$ cat src/rtl/pipe_elastic_reg.sv
// Elastic DEPTH-entry pipeline register with valid/ready handshake, flush and sticky halt.
// Optional statistics counters are enabled by defining PIPE_ELASTIC_REG_STATS_EN.
module pipe_elastic_reg #(
   parameter int unsigned DATA_W = 32,
   parameter int unsigned DEPTH  = 2
) (
   input  logic                     CLK,
   input  logic                     RST,
   input  logic                     in_valid,
   output logic                     in_ready,
   input  logic [DATA_W-1:0]        in_data,
   input  logic                     in_halt,
   output logic                     out_valid,
   input  logic                     out_ready,
   output logic [DATA_W-1:0]        out_data,
   output logic                     out_halt,
   input  logic                     flush,
   output logic [$clog2(DEPTH):0]   count,
`ifdef PIPE_ELASTIC_REG_STATS_EN
   output logic [31:0]              stall_cycles,
   output logic [15:0]              flush_count,
`endif
   output logic                     halted
);

   localparam int unsigned PTR_W = $clog2(DEPTH);
   localparam int unsigned CNT_W = PTR_W + 1;
   localparam int unsigned ENT_W = DATA_W + 1;

   logic [ENT_W-1:0] mem [DEPTH];
   logic [PTR_W-1:0] rptr_q;
   logic [PTR_W-1:0] wptr_q;
   logic [CNT_W-1:0] count_q;
   logic             halted_q;
   logic             full;
   logic             push;
   logic             pop;

   // Handshake depends only on registered state, flush and reset; never on out_ready.
   assign full      = (count_q == CNT_W'(DEPTH));
   assign in_ready  = !full && !halted_q && !flush && !RST;
   assign out_valid = (count_q != '0) && !halted_q;
   assign push      = in_valid && in_ready;
   assign pop       = out_valid && out_ready;

   assign {out_halt, out_data} = mem[rptr_q];
   assign count  = count_q;
   assign halted = halted_q;

   // Storage is cleared on reset so the head reads as zero out of reset.
   always_ff @(posedge CLK) begin
      if (RST) begin
         rptr_q   <= '0;
         wptr_q   <= '0;
         count_q  <= '0;
         halted_q <= 1'b0;
         for (int i = 0; i < int'(DEPTH); i++) begin
            mem[i] <= '0;
         end
      end else if (flush) begin
         rptr_q  <= '0;
         wptr_q  <= '0;
         count_q <= '0;
      end else begin
         if (push) begin
            mem[wptr_q] <= {in_halt, in_data};
            wptr_q      <= wptr_q + PTR_W'(1);
         end
         if (pop) begin
            rptr_q <= rptr_q + PTR_W'(1);
            if (out_halt) begin
               halted_q <= 1'b1;
            end
         end
         case ({push, pop})
            2'b10:   count_q <= count_q + CNT_W'(1);
            2'b01:   count_q <= count_q - CNT_W'(1);
            default: count_q <= count_q;
         endcase
      end
   end

`ifdef PIPE_ELASTIC_REG_STATS_EN
   logic [31:0] stall_q;
   logic [15:0] flush_q;

   // Saturating counters of upstream stall cycles and flush cycles.
   always_ff @(posedge CLK) begin
      if (RST) begin
         stall_q <= '0;
         flush_q <= '0;
      end else begin
         if (in_valid && !in_ready && (stall_q != '1)) begin
            stall_q <= stall_q + 32'(1);
         end
         if (flush && (flush_q != '1)) begin
            flush_q <= flush_q + 16'(1);
         end
      end
   end

   assign stall_cycles = stall_q;
   assign flush_count  = flush_q;
`endif

endmodule

$ cat config.mk
export PLATFORM = sky130hd
export DESIGN_NAME = pipe_elastic_reg
export DESIGN_NICKNAME = d
export VERILOG_FILES = /design/src/rtl/pipe_elastic_reg.sv
export SDC_FILE = /design/constraint.sdc
export NUM_CORES = 1
export LEC_CHECK = 0
export CAP_MARGIN = 20
export CORE_MARGIN = 4
export CORE_UTILIZATION = 40
export CTS_BUF_LIST = sky130_fd_sc_hd__clkbuf_4 sky130_fd_sc_hd__clkbuf_8
export DETAILED_ROUTE_END_ITERATION = 10
export GPL_ROUTABILITY_DRIVEN = 0
export HOLD_SLACK_MARGIN = 0.06
export PLACE_DENSITY = 0.77
export SKIP_LAST_GASP = 1
export SLEW_MARGIN = 40
export SYNTH_ARGS = -nofsm -noshare
export SYNTH_HDL_FRONTEND = slang
export SYNTH_SLANG_ARGS = --single-unit
$ cat constraint.sdc
create_clock -name CLK -period 2.4 [get_ports CLK]
set_input_delay 0.6 -clock CLK [delete_from_list [all_inputs] [get_ports CLK]]
set_output_delay 0.6 -clock CLK [all_outputs]
set_load 0.05 [all_outputs]
### Port wiring

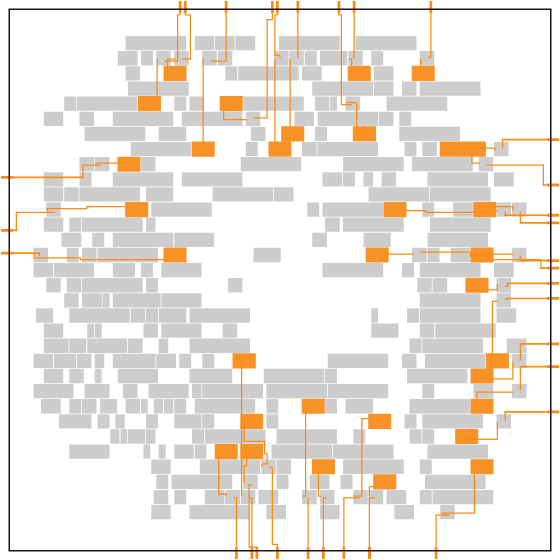
| color | port | bits | direction | edge | end cells | buffers | wire |
|---|---|---|---|---|---|---|---|
| orange | out_data | 32 | output | 11 east, 9 south, 9 north, 3 west | 32 | 32 | 703 µm |
I/O pin count: 76
I/O Buffers: 75

==> reports/results.ini <==
[outcome]
outcome = finished clean

[final_timing]
min_period_over_period_pct = 92.41
hold_viol = 0
layout_min_cycle_time_ps = 2218
tns_ps = 0
setup_violations = 0
hold-worst-slack_ps = 521.2

[power]
combPwrFrac_pct = 15.3
switchingPower_uw = 665.0
power_leader = sequential cells
power_combinational_uw = 401
internal-power_uw = 1954
pg_seq_uw = 1440
powerDensity_nw_per_um2 = 616.5
p_clk_share_pct = 29.5

[logic_synthesis]
synth_area_um2 = 3174
netlist_instances = 211
edf_count = 66
ys_types = 24
synth-compound-area-share_pct = 1.577
top_area_cell = edfxtp_1
ys_cells = 211
adder_share_pct = 0.3942
async_reset_ff_share_pct = 0
synth.most_common_cell = edfxtp_1

[floorplanning]
placementRows = 32
die_area_um2 = 9425

[place]
place_inst = 392
place_area_um2 = 4094

[grt]
grt_first_pass_wirelength_mm = 10.23
use_met1_pct = 15.62
grt_max_degree = 35
antenna_found_initial = 0
grtUsageTotal_pct = 13.92

[route]
routedWlPerCell_um = 14.85
finalWirelength_mm = 6.030
drc_errors = 0
wl_met1_mm = 2.331
routed_via_density = 4.754
dr_wl_met3_um = 395
final_antenna_net_count = 0
first_pass_iters = 4

[final_layout]
nNetsFinal = 339
logic_area_um2 = 1026
diodes = 0
layout-drive-gt1-share_pct = 41.12
largest_reg_flops = 66
fillCellCount = 654

[critical_path]
critPathLaunch = count[0]
r2r_start = count[1]
worstRegToRegCells = 6
crit_fanout = 5
critical_path.top_delay_family = buffers and inverters
crit_path_end = count[0]
reg2reg_slack_ps = 400

[cts]
clkTransAtPathRegs_ps = 70
cts_buffer_depth = 2
cts_hold_buffers = 0
cts_root_buf = clkbuf_8

[hold_path]
hold_start = rptr_q

### Gate-type map

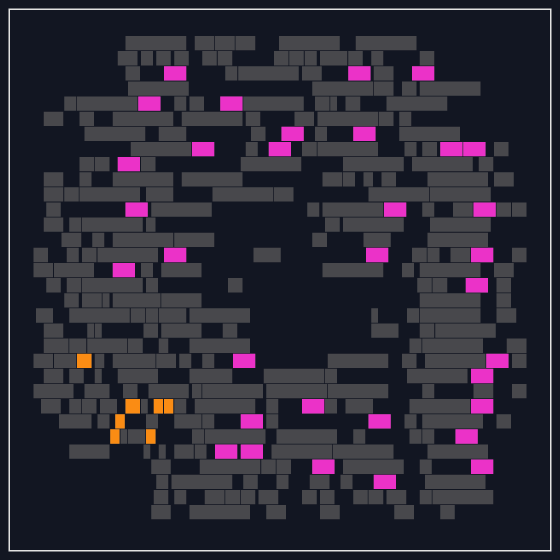
| color | family | cells | where |
|---|---|---|---|
| orange | inverting AOI/OAI gates | 7 | south-west |
| magenta | multiplexers | 33 | spread over the die |
fraction of area in multi-input gates: 24.15%
Finished Layout Cells: 406
highest-count logic cell in the final layout: edfxtp_1

